[src/rtl/reg_file.sv]
// MIPS architectural register file: 2^ADDR_WIDTH x DATA_WIDTH, two combinational
// read ports, one clocked write port, r0 hardwired to zero.
// Optional macro REGFILE_BYPASS_EN forwards the in-flight write data to matching read ports.
module reg_file #(
  parameter int DATA_WIDTH = 32,
  parameter int ADDR_WIDTH = 5
) (
  input  logic                  Clk,
  input  logic                  Rst_n,
  input  logic                  RegWrite,
  input  logic [ADDR_WIDTH-1:0] WriteReg,
  input  logic [DATA_WIDTH-1:0] WriteData,
  input  logic [ADDR_WIDTH-1:0] ReadReg1,
  input  logic [ADDR_WIDTH-1:0] ReadReg2,
  output logic [DATA_WIDTH-1:0] ReadData1,
  output logic [DATA_WIDTH-1:0] ReadData2
);

  localparam int NUM_REGS = 1 << ADDR_WIDTH;

  // Flattened view of the array; entry 0 is a constant, never a flop.
  logic [DATA_WIDTH-1:0] w_regs [NUM_REGS];

  for (genvar i = 0; i < NUM_REGS; i++) begin : g_reg
    if (i == 0) begin : g_zero
      assign w_regs[i] = '0;
    end else begin : g_store
      logic                  w_wr_en;
      logic [DATA_WIDTH-1:0] r_q;

      assign w_wr_en = RegWrite && (WriteReg == ADDR_WIDTH'(i));

      // NOTE: every register sits on the async reset because reset must clear the
      // whole architectural state at once; this rules out mapping onto a RAM macro.
      always_ff @(posedge Clk or negedge Rst_n) begin
        if (!Rst_n) begin
          r_q <= '0;
        end else if (w_wr_en) begin
          r_q <= WriteData;
        end
      end

      assign w_regs[i] = r_q;
    end
  end

  logic [DATA_WIDTH-1:0] w_rd1;
  logic [DATA_WIDTH-1:0] w_rd2;

  // NOTE: defaults are assigned first so every path through the block drives both
  // outputs and no latch is inferred when the forwarding branch is not taken.
  always_comb begin
    w_rd1 = w_regs[ReadReg1];
    w_rd2 = w_regs[ReadReg2];
`ifdef REGFILE_BYPASS_EN
    if (Rst_n && RegWrite && (WriteReg != '0)) begin
      if (ReadReg1 == WriteReg) w_rd1 = WriteData;
      if (ReadReg2 == WriteReg) w_rd2 = WriteData;
    end
`endif
  end

  assign ReadData1 = w_rd1;
  assign ReadData2 = w_rd2;

endmodule

[config.mk]
export PLATFORM = sky130hd
export DESIGN_NAME = reg_file
export DESIGN_NICKNAME = d
export VERILOG_FILES = /design/src/rtl/reg_file.sv
export SDC_FILE = /design/constraint.sdc
export NUM_CORES = 2
export LEC_CHECK = 0
export ABC_CLOCK_PERIOD_IN_PS = 5000
export CAP_MARGIN = 15
export CELL_PAD_IN_SITES_DETAIL_PLACEMENT = 1
export CELL_PAD_IN_SITES_GLOBAL_PLACEMENT = 1
export CORE_ASPECT_RATIO = 1.1
export CORE_MARGIN = 2
export CORE_UTILIZATION = 50
export CTS_CLUSTER_DIAMETER = 40
export CTS_CLUSTER_SIZE = 40
export DETAILED_ROUTE_END_ITERATION = 7
export GPL_TIMING_DRIVEN = 0
export HOLD_SLACK_MARGIN = 0.08
export PLACE_DENSITY_LB_ADDON = 0.1
export SKIP_LAST_GASP = 1
export SLEW_MARGIN = 30
export SYNTH_ARGS = -nofsm -noshare
export SYNTH_HDL_FRONTEND = slang
export SYNTH_SLANG_ARGS = --single-unit
[constraint.sdc]
create_clock -name Clk -period 5 [get_ports Clk]
set_input_delay 1.5 -clock Clk [delete_from_list [all_inputs] [get_ports Clk]]
set_output_delay 1.5 -clock Clk [all_outputs]
set_load 0.005 [all_outputs]
==> images/power_grid.png <==
Pins as bars on the die edge. Tap cells in gray.
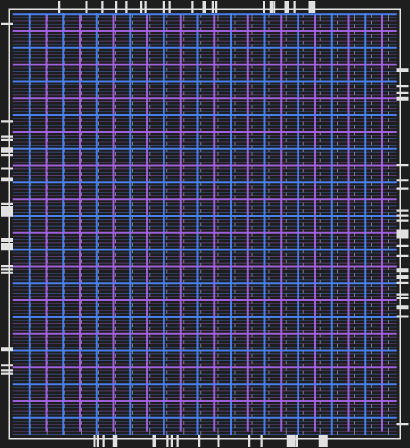
- VSS: blue
- VDD: purple
- met5 straps: 25
- met4 straps: 22
- signal pins: 114
- met1 rails: 126
- tap cells: 1,397

==> images/clocks.png <==
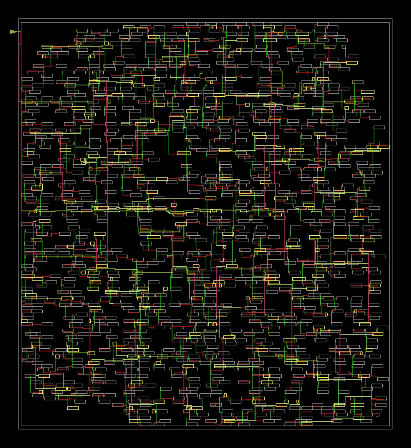
clk_lat worst skew: 0.78 ns
Max Clock Skew: 0 ns

==> images/placement_by_type.png <==
Bar = 100 µm.
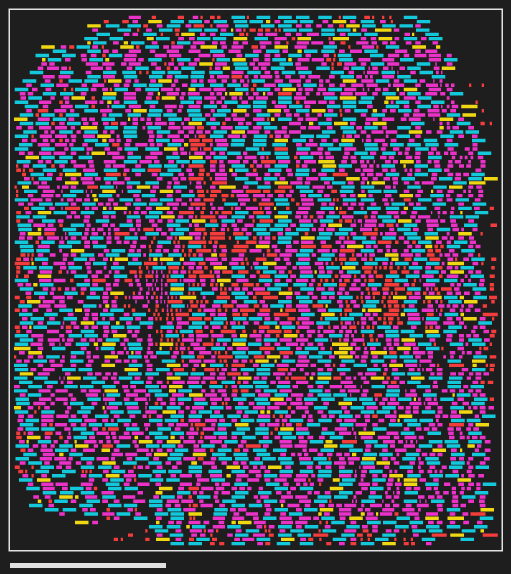
- remaining buffers and delay cells: red (cells 647)
- combinational and other logic: magenta (cells 2,239)
- clock drivers and dummy loads: yellow (cells 283)
- sequential cells: cyan (cells 992)

==> images/clk_routes.png <==
Bar = 100 µm.
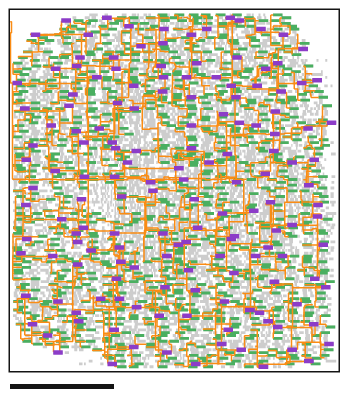
- clock drivers: purple (count 154)
- flip-flops: green (count 992)
- clock wires: orange (length 15,300 µm)
- routed clock nets: 155
- flops lie: all over the die

==> images/logic_types.png <==
Bar = 100 µm.
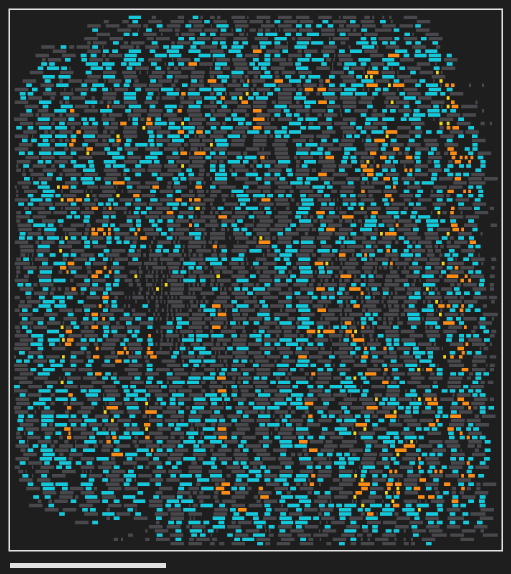
- aoi and oai cells: orange (cells 256; most used o22ai_1; where all over the die)
- and/or cells: yellow (cells 69; where all over the die)
- mux cells: cyan (cells 1,600; most used mux2_2; where all over the die)

==> CHANGELOG.md <==
## Flow update

* Finished Layout Cells at 5,559
* Worst path max stage delay at 0.46 ns
* 1st-iter DRT viols at 4,499
* Worst Hold End: g_reg[20].g_store.r_q[9]$_DFFE_PN0P_
* Logic area at 0.0279 mm²
* Met3 WL at 23.2 mm
* Clock Buffer Count at 191
* Worst hold stages at 1
* Final worst path period share at 1.05
* Logic inverters at 2
* Ys cells at 3,639
* Post-synth EDFFs at 0
* Layout cells sized above 1 at 0.560
* Post-synth area hogs: dfrtp_1, mux2_2, mux4_2, a22o_1, mux2i_1
* Non-CTS buffers at 647
* Register area at 0.0248 mm²
* Gp weighted congestion at 0.935
* Leakage power at 29.0 nW
* Detailed-route via count at 39,697
* GR Util met2 at 0.623
* Non-clock buffer share at 0.0975
* Adder share at 0
* Crit path from: ReadReg1[2]
* PwrDens at 430 mW/mm²
* Clk. pwr at 11.5 mW
* Startpoint types: input port
* Placed inst area at 0.0564 mm²
* Dominant Register Cell: dfrtp_1
* Synth Register Bits at 992
* Max reg flops at 992
* Drt drc at 0
* Max_cap viols at 0
* Initial antenna violation count at 11
* Max Clk Rate at 190 MHz
* P_sw at 8.43 mW
* Area leader share at 0.467
* Yosys top cell by area: dfrtp_1
* Tightest Pin Transition at 1.16 ns
* Final hold violation count at 0
* Cell Type Count at 32
* Synthesized area at 0.0532 mm²
* XORs/XNORs by Area at 0
* Inst Count DP at 5,152
* M1 WL at 84.5 mm
* Syn_area_per_cell at 14.6 µm²
* Reg power frac at 0.385
* Fillers at 9,395
* Crit Path Class: input port to primary output
* Final core utilization at 0.629
* CP endpoint: ReadData1[31]
* Crit-path slowest cell: o31ai_4
* R2r setup slk at 4.05 ns
* Overflow left after global routing at 0
* Global Route Usage Sum at 0.413
* Comb area share at 0.420
* ANT cells at 1
* Hold wc startpoint: g_reg[20].g_store.r_q[9]$_DFFE_PN0P_
* Clock network fraction of design power at 0.402
* Top flop regs: g.g_store.r_q: 992 flops
* Hold WS at 0.515 ns
* Top cells by count: mux2_2, dfrtp_1, mux4_2, clkbuf_1, a22o_1
* # IOs at 114
* Final count of negative-setup-slack endpoints at 33
* H-tree depth at 4
* Setup TNS at -1.53 ns
* Met2 routed WL at 105 mm
* Status: finished, violations left
* Multi-In Gates at 2,237
* FF-to-FF path depth at 1
* Synthesis area per yosys at 0.0532 mm²
* Num CTS Buffers at 154
* Post-synthesis sequential area ratio at 0.467
* Origin of the critical flop-to-flop path: g_reg[20].g_store.r_q[18]$_DFFE_PN0P_
* Switching power share of the total at 0.295
* Per-cell routed wire length at 41.4 µm
* Clock-cell share at 0.0817
* Capturing point of the worst reg2reg path: g_reg[20].g_store.r_q[18]$_DFFE_PN0P_
* Clock slew at reported path FFs at 0.06 ns
* Synth warn at 0
* Worst setup margin at -0.251 ns
* Leading cell kind: logic gates
* Ys async rst share at 1.00
* Dominant combinational family: multiplexers
* Crit-path leading delay family: buffers and inverters
* Mapped Nets at 3,689
* Die X at 315 µm
* Number of global-route vias before repair at 41,972
* First-pass GRT wire length at 315 mm
* Port bufs at 105
* Failing checks: negative setup slack
* CTS Buffer Depth at 3
* Aoi share at 0.0632
* DR pass1 iterations at 5
* Design Area, Final at 0.0664 mm²
* Fin. max-slew vios at 0
* CTS tree: built
* Most instantiated logic cell after routing: mux2_2
* Hold Buf Count CTS at 0
* Die height at 346 µm
* HP Class: flop to flop
* Chip area at 0.109 mm²
* DP Worst Slack at -1.92 ns
* Most used routing layer: met2
* Max VDD drop at 0.340 mV
* Main power group: clock
* WP data arrival at 3.75 ns
* Stages on worst setup path at 8
* Tool warnings at 43
* CTS-repair resized insts at 855
* WP buf/inv at 4
* Most common cell in the netlist: mux2_2
* # rows at 125
* Worst path cell trace: clkdlybuf4s15_1 > clkbuf_8 > nand2_4 > clkbuf_8 > o22ai_1 > a211oi_4 > o31ai_4 > dlygate4sd2_1
* Multiplexer share at 0.416
Power is estimated from default activity; no workload was simulated.
